==> config.mk <==
export PLATFORM = sky130hd
export DESIGN_NAME = mmio_bridge
export DESIGN_NICKNAME = d
export VERILOG_FILES = /design/src/rtl/mmio_bridge_pkg.sv /design/src/rtl/mmio_bridge_fifo_sync.sv /design/src/rtl/mmio_bridge.sv
export SDC_FILE = /design/constraint.sdc
export NUM_CORES = 1
export LEC_CHECK = 0
export CORE_MARGIN = 2
export CORE_UTILIZATION = 44
export DETAILED_ROUTE_END_ITERATION = 7
export MAX_ROUTING_LAYER = met4
export PLACE_DENSITY = 0.69
export SLEW_MARGIN = 40
export SYNTH_ARGS = -nofsm -noshare
export SYNTH_HDL_FRONTEND = slang
export SYNTH_SLANG_ARGS = --single-unit
==> constraint.sdc <==
create_clock -name clk -period 5.6 [get_ports clk]
set_input_delay 1.4 -clock clk [delete_from_list [all_inputs] [get_ports clk]]
set_output_delay 1.4 -clock clk [all_outputs]
set_load 0.01 [all_outputs]
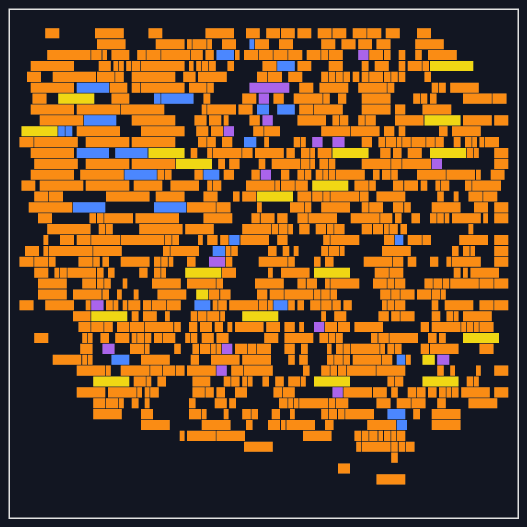
Run 1: drive-strength map
Scale: 4 px per µm.
legend:
  drive 2:
    colour: blue
    cells: 27
    most_used: mux4_2
  drive 6 and up:
    colour: yellow
    cells: 20
    most_used: clkbuf_16
  drive 1 or less:
    colour: orange
    cells: 691
    most_used: dfxtp_1
  drive 3 to 4:
    colour: purple
    cells: 17
    most_used: buf_4
final instance area: 8080 µm²
Signal buffers: 82
final worst setup slack: 1070 ps
P&R area growth vs syn: 21.7%

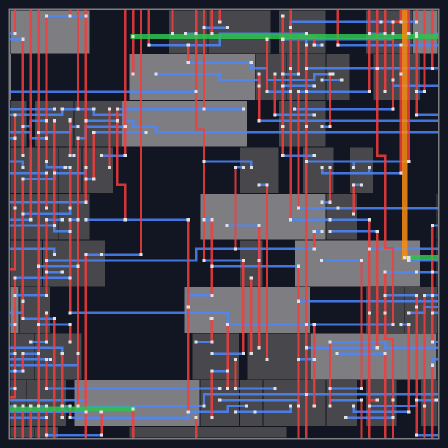
Run 1: a small window of the routed layout
Window x 51 to 76, y 51 to 76 µm. Cells in grey, sequential cells in the stronger grey; small squares are vias.
legend:
  met4:
    colour: orange
  met2:
    colour: red
  met3:
    colour: green
  met1:
    colour: blue
most frequent: dfxtp_1 (8), or4_1 (4), a21oi_1 (4)
cells with their middle in the window: 44
sequential cells in the window: 8

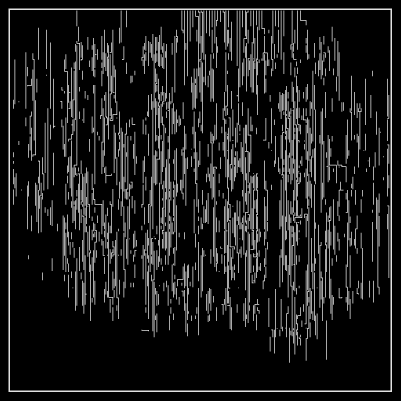
Run 1: metal 2
Scale: 3 px per µm.
wire length on this layer: 7650 µm
longest straight run: 42.5 µm
share of all routed wire: 48%
total number of vias: 5400
met2 Track Usage GR: 33.2%
Routed WL: 15.8 mm

==> impl_metrics.csv, run 1 <==
group,metric,value,unit
outcome,status,"completed",
final_layout,final_util,55.2,%
cts,hold_buffers,0,
worst_setup_path,critPathMaxStageDelay,690,ps
synth,numSynthFlops,147,
synth,ys_cells,686,
run,log.warning_count,78,
final_timing,fin_skew,7.69,ps
power,total_power,2.29,mW
worst_hold_path,min_path_type,"register to register",
cts,clk_pin_slew,60,ps
die,ios,127,
final_timing,setup_viol,0,
worst_setup_path,worst-path-stages,4,
cts,cts_buffers,17,
worst_setup_path,required,4200,ps
final_timing,fin_crit,4530,ps
synth,edf_count,32,
worst_setup_path,arrival,3130,ps
synth,syn-num-nets,777,
placement,dpl_cell_area,7510,µm²
global_route,grt_pass1_vias,5214,
worst_setup_path,start_kind,"input port",
global_route,antenna_found_initial,0,
synth,synthDistinctLibCells,49,
synth,mappedNetlistArea,6640,µm²
cts,clk_latency,420,ps
placement,post-dp-hpwl,10.8,mm
worst_setup_path,cp_max_fo,6,
worst_hold_path,min_path_cells,2,
final_layout,n_antenna_cell,0,
die,chipHeight,127,µm
worst_setup_path,critPathKind,"input port to primary output",
route,dr.pass1.iters,5,
final_timing,worst_slew_pin_slew,750,ps
final_layout,final_nets,833,
power,worst_ir_drop_vdd,0.000300,V
die,die_x,127,µm
worst_setup_path,reg2reg_depth,8,
final_layout,fin_cells,939,
power,p_leak,2.58,nW
synth,top_area_cell,"dfxtp_1",
route,wl_per_cell,16.8,µm
die,dieArea,16100,µm²
cts,cts_tree,"done",
die,rows,44,
worst_setup_path,cp_num_buf_inv,3,
placement,placed_cells,906,
worst_setup_path,timing.critical_path.mode_cell,"clkdlybuf4s50_1",
final_timing,fmax,0.221,GHz
worst_setup_path,rrSetupSlack,3130,ps
final_layout,lay_top_count,"dfxtp_1",
power,power_density,283,nW/µm²
worst_setup_path,slowest_stage,"or4b_1",
global_route,grtUsageTotal,20.6,%
global_route,grt_max_degree,58,
global_route,grt_overflow,0,
synth,ys_warn_count,0,
synth,ys_async_sr_fraction,0,%
worst_setup_path,endpoint_kind,"primary output",
route,drtAntennaViolNets,0,
synth,syn-instance-count,686,
route,vias_per_cell,5.75,
final_timing,fin_tns_setup,0,ps
synth,ys_area,6640,µm²
cts,cts_num_sinks,147,
final_timing,rsz0062_at_grt,"false",
final_layout,drive_gt1_share,8.48,%
global_route,grt_first_pass_wirelength,25.7,mm
cts,htree_levels,4,
die,design.core.area,14600,µm²
cts,post_cts_buffers,0,
worst_setup_path,cp_cell_sequence,"clkdlybuf4s50_1 > or4b_1 > inv_2 > clkdlybuf4s50_1",
worst_setup_path,cp_top_family,"buffers and inverters",
final_timing,final_max_slew_viol_count,0,
run,maxCapViolCount,0,
die,fp_util,45.4,%
synth,ys_seq_share,49.1,%
synth,synthFlopType,"dfxtp_1",
synth,synth_area_per_cell,9.68,µm²
final_layout,final_cell_mix,"115 x dfxtp_1, 76 x clkdlybuf4s50_1, 75 x a21oi_1, 49 x nand2_1, 43 x or3_1",
cts,cts_buffer_depth,2,
final_timing,hold_viol,0,
cts,ctsResizeCount,0,
placement,routabilityCongestion,0.803,
final_timing,finalCritPeriodShare,80.9,%
route,drcViolationCount,0,
final_timing,relSlewSlack,49.6,%
route,drtIter0Drc,439,
cts,root_buffer,"clkbuf_16",
synth,topCellsByArea,"dfxtp_1 35%, edfxtp_1 14%, a21oi_1 5.7%",
synth,yosys.area.top_type_share,34.7,%
placement,place.port_buffers,77,
run 1: kinds of logic (layout without fill, tap and decap cells):
family	Yosys count	in the layout	share of synthesized area [%]
XOR/XNOR	24	24	3.16
multiplexers	47	47	8.63
AND-OR/OR-AND	137	137	11.7
AND/OR/NAND/NOR	262	262	22.2
flip-flops	147	147	49.1
buffers and inverters	61	130	3.62
adder cells (fa/ha/maj)	8	8	1.62
run 1: synth_stat cells, drive strengths merged, types with 3 or more instances:
cell type and number:
dfxtp 115, a21oi 76, nand2 49, or3 45
mux2i 37, nor2 35, nand3 34, o21ai 33
clkbuf 32, edfxtp 32, nand4 23, or4 21
o31ai 18, inv 16, xor2 14, buf 13
and4 11, xnor2 10, mux4 8, nand2b 8
nor3 8, nor4 8, ha 7, and2 5
and3 3, o21a 3
run 1: layer usage:
layer | wire length [µm] | track usage, %
met5 | 0 | -
met1 | 7080 | 25.2
met2 | 7650 | 33.2
met4 | 285 | 7.50
met3 | 800 | 5.10
run 1: final cells by class:
class                      instances  area, µm²
clock inverter                    15        135
fill                            1244       6560
tap                              184        230
sequential                       147       3260
clock buffer                      17        425
timing repair buffer              82        806
inverter                          16       60.1
multi-input combinational        478       3160
run 1: worst reg2reg max path: cells and delay by family (launching register included):
kind                     cells  cell delay, ps
adder cells (fa/ha/maj)      2             670
AND-OR/OR-AND                2             670
AND/OR/NAND/NOR              2             400
buffers and inverters        1              70
XOR/XNOR                     1             160
flip-flops                   1             420
run 1: through the flow:
stage          setup WS, ps  hold WS [ps]
6_report               1070           454
2_1_floorplan          2070           442
4_1_cts                1070           454
5_1_grt                1010           467
3_3_place_gp           1090           443
3_5_place_dp           1070           445
run 1: power breakdown:
group          internal [mW]  switching [mW]
combinational         0.0502          0.0603
clock                  0.612           0.458
sequential              1.10          0.0126
--- run 2 (diff from run 1) ---
- PLACE_DENSITY: 0.69 -> 0.72
- clock period: 5.6 -> 4 ns (I/O delays scaled with it)
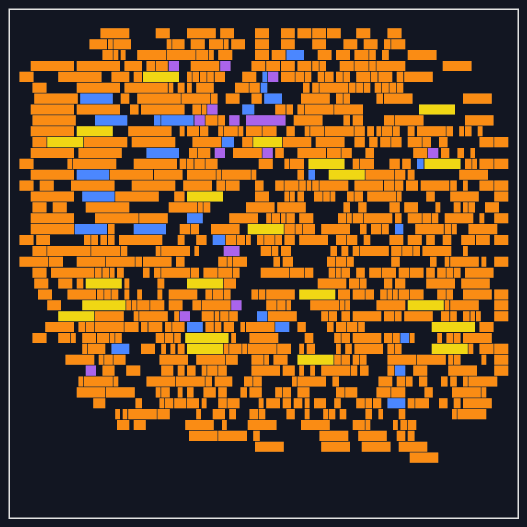
Run 2: drive-strength map
Scale: 4 px per µm.
Signal buffers: 87
P&R area growth vs syn: 22.6%
final instance area: 8140 µm²

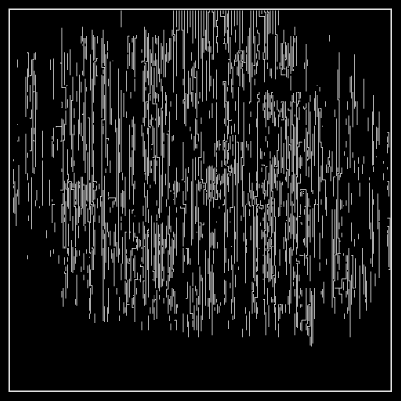
Run 2: metal 2
Scale: 3 px per µm.
nets with wire on the layer: 665
longest straight run: 64.6 µm
share of all routed wire: 50%
main direction: vertical
wire length on this layer: 7850 µm
Routed WL: 15.8 mm
total number of vias: 5492

==> impl_metrics.csv, run 2 <==
group,metric,value,unit
global_route,grt_overflow,0,
power,total_power,3.26,mW
synth,yosys.area.top_type_share,34.7,%
die,die_x,127,µm
synth,ys_warn_count,0,
global_route,grt_first_pass_wirelength,26.5,mm
synth,synthFlopType,"dfxtp_1",
final_timing,setup_viol,0,
cts,ctsResizeCount,0,
synth,ys_area,6640,µm²
worst_setup_path,start_kind,"input port",
worst_setup_path,rrSetupSlack,1560,ps
route,wl_per_cell,16.7,µm
synth,top_cell,"dfxtp_1",
power,p_leak,2.61,nW
worst_hold_path,min_path_type,"register to register",
worst_setup_path,worst-path-stages,4,
power,switchingPower,682,µW
cts,clk_pin_slew,50,ps
worst_setup_path,cp_top_family,"buffers and inverters",
synth,numSynthFlops,147,
power,clkPwrFrac,47.5,%
cts,hold_buffers,0,
power,p_sw_share,20.9,%
final_timing,worst_slew_pin_slew,689,ps
synth,syn-num-nets,777,
cts,cts_buffer_depth,2,
synth,synthDistinctLibCells,49,
synth,ys_async_sr_fraction,0,%
synth,ys_seq_share,49.1,%
cts,cts_tree,"done",
worst_setup_path,slowest_stage,"or4b_1",
global_route,grt_max_degree,58,
worst_setup_path,cp_max_fo,2,
final_timing,relSlewSlack,53.7,%
cts,cts_buffers,17,
worst_hold_path,min_path_cells,2,
cts,post_cts_buffers,0,
worst_setup_path,reg2reg_depth,5,
final_timing,hold_viol,0,
worst_setup_path,endpoint_kind,"primary output",
run,log.warning_count,78,
worst_setup_path,critPathMaxStageDelay,550,ps
synth,syn-instance-count,686,
final_layout,drive_gt1_share,8.16,%
synth,edf_count,32,
cts,root_buffer,"clkbuf_16",
global_route,grtUsageTotal,20.9,%
synth,synth_area_per_cell,9.68,µm²
final_timing,whs,453,ps
power,worst_ir_drop_vdd,0.000345,V
cts,cts_num_sinks,147,
placement,dpl_worst_slack,398,ps
synth,synth.cells.most_frequent,"115 x dfxtp_1, 75 x a21oi_1, 49 x nand2_1",
die,ios,127,
run,maxCapViolCount,0,
die,rows,44,
final_timing,fin_tns_setup,0,ps
placement,routabilityCongestion,0.826,
route,vias_per_cell,5.82,
cts,htree_levels,4,
worst_setup_path,arrival,2560,ps
final_timing,finalCritPeriodShare,89.0,%
final_layout,n_antenna_cell,0,
final_layout,final_util,55.6,%
final_layout,lay_top_count,"dfxtp_1",
global_route,grt_pass1_vias,5466,
outcome,status,"completed",
placement,dpl_cell_area,7570,µm²
die,dieArea,16100,µm²
final_timing,final_max_slew_viol_count,0,
final_layout,final_cell_mix,"115 x dfxtp_1, 76 x clkdlybuf4s50_1, 75 x a21oi_1, 49 x nand2_1, 43 x or3_1",
worst_setup_path,required,3000,ps
power,power_density,400,nW/µm²
power,comb_power_share,4.8,%
global_route,antenna_found_initial,0,
synth,top_area_cell,"dfxtp_1",
synth,mappedNetlistArea,6640,µm²
final_layout,fillCellCount,1256,
placement,post-dp-hpwl,10.7,mm
die,fp_util,45.4,%
placement,placed_cells,912,
route,drcViolationCount,0,
final_timing,fin_skew,5.58,ps
power,seq_power_share,47.6,%
route,drtAntennaViolNets,0,
worst_setup_path,cp_num_buf_inv,3,
route,drtIter0Drc,495,
final_timing,fin_ws,440,ps
final_timing,fin_crit,3560,ps
placement,place.port_buffers,77,
die,chipHeight,127,µm
synth,topCellsByArea,"dfxtp_1 35%, edfxtp_1 14%, a21oi_1 5.7%",
final_layout,fin_cells,944,
final_timing,fmax,0.281,GHz
cts,clk_latency,420,ps
route,dr.pass1.iters,5,
worst_setup_path,cp_cell_sequence,"clkdlybuf4s50_1 > or4b_1 > inv_2 > clkdlybuf4s50_1",
final_layout,final_nets,838,
worst_setup_path,critPathKind,"input port to primary output",
die,design.core.area,14600,µm²
worst_setup_path,timing.critical_path.mode_cell,"clkdlybuf4s50_1",
power,intPower,2.58,mW
final_timing,rsz0062_at_grt,"false",
synth,ys_cells,686,
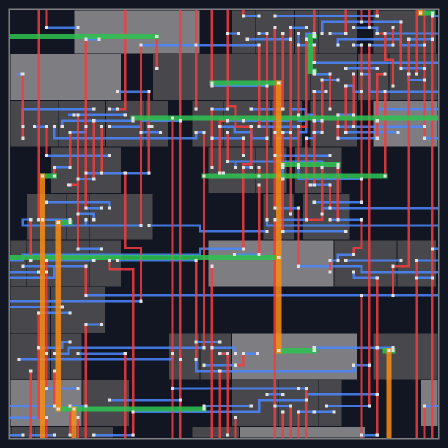
Run 2: a small window of the routed layout
Window x 51 to 76, y 51 to 76 µm. Cells in grey, sequential cells in the stronger grey; small squares are vias.
legend:
  met4:
    colour: orange
  met1:
    colour: blue
  met3:
    colour: green
  met2:
    colour: red
most frequent: dfxtp_1 (6), o31ai_1 (5), a21oi_1 (5)
cells with their middle in the window: 45
sequential cells in the window: 6

## run 2: cell counts after synthesis
No cell type changed its count.
## run 2: cell families after synthesis
kind of cell / count (synthesis) / synth area share [%]
and+or+nand+nor: 262 / 22.2
buffers and inverters: 61 / 3.62
muxes: 47 / 8.63
adders and majority gates: 8 / 1.62
DFF: 147 / 49.1
xor gates and xnor gates: 24 / 3.16
AOI/OAI and AO/OA: 137 / 11.7
## run 2: worst reg2reg max path: stages (launching register included)
cell	delay (ps)
dfxtp_1	440
ha_1	240
nand2_1	140
or4_1	840
or4_1	580
a21oi_1	140
## run 2: final cells by class
cell class | count | area, µm² | area share (%)
Clock buffer | 20 | 437 | 5.36
Clock inverter | 12 | 139 | 1.71
Inverter | 16 | 60.1 | 0.738
Multi-Input combinational cell | 478 | 3160 | 38.8
Sequential cell | 147 | 3260 | 40.1
Tap cell | 184 | 230 | 2.83
Timing Repair Buffer | 87 | 853 | 10.5
## run 2: power groups by stage
stage	registers [mW]	logic, mW	clock network, mW
2_1_floorplan	1.58	0.0906	0
3_3_place_gp	1.58	0.150	0
3_5_place_dp	1.58	0.157	0
4_1_cts	1.55	0.159	1.57
5_1_grt	1.55	0.176	1.63
6_report	1.55	0.158	1.55
## run 2: routing by layer
metal  vias to the layer above  GRT usage (%)  wire [µm]
li1                       2655              -          -
met1                      2640           25.0       6890
met2                       169           35.1       7850
met3                        28           4.60        794
met4                         0           7.30        269
met5                         -              -          0
No activity file was given, so power comes from the tool's default toggle rates.
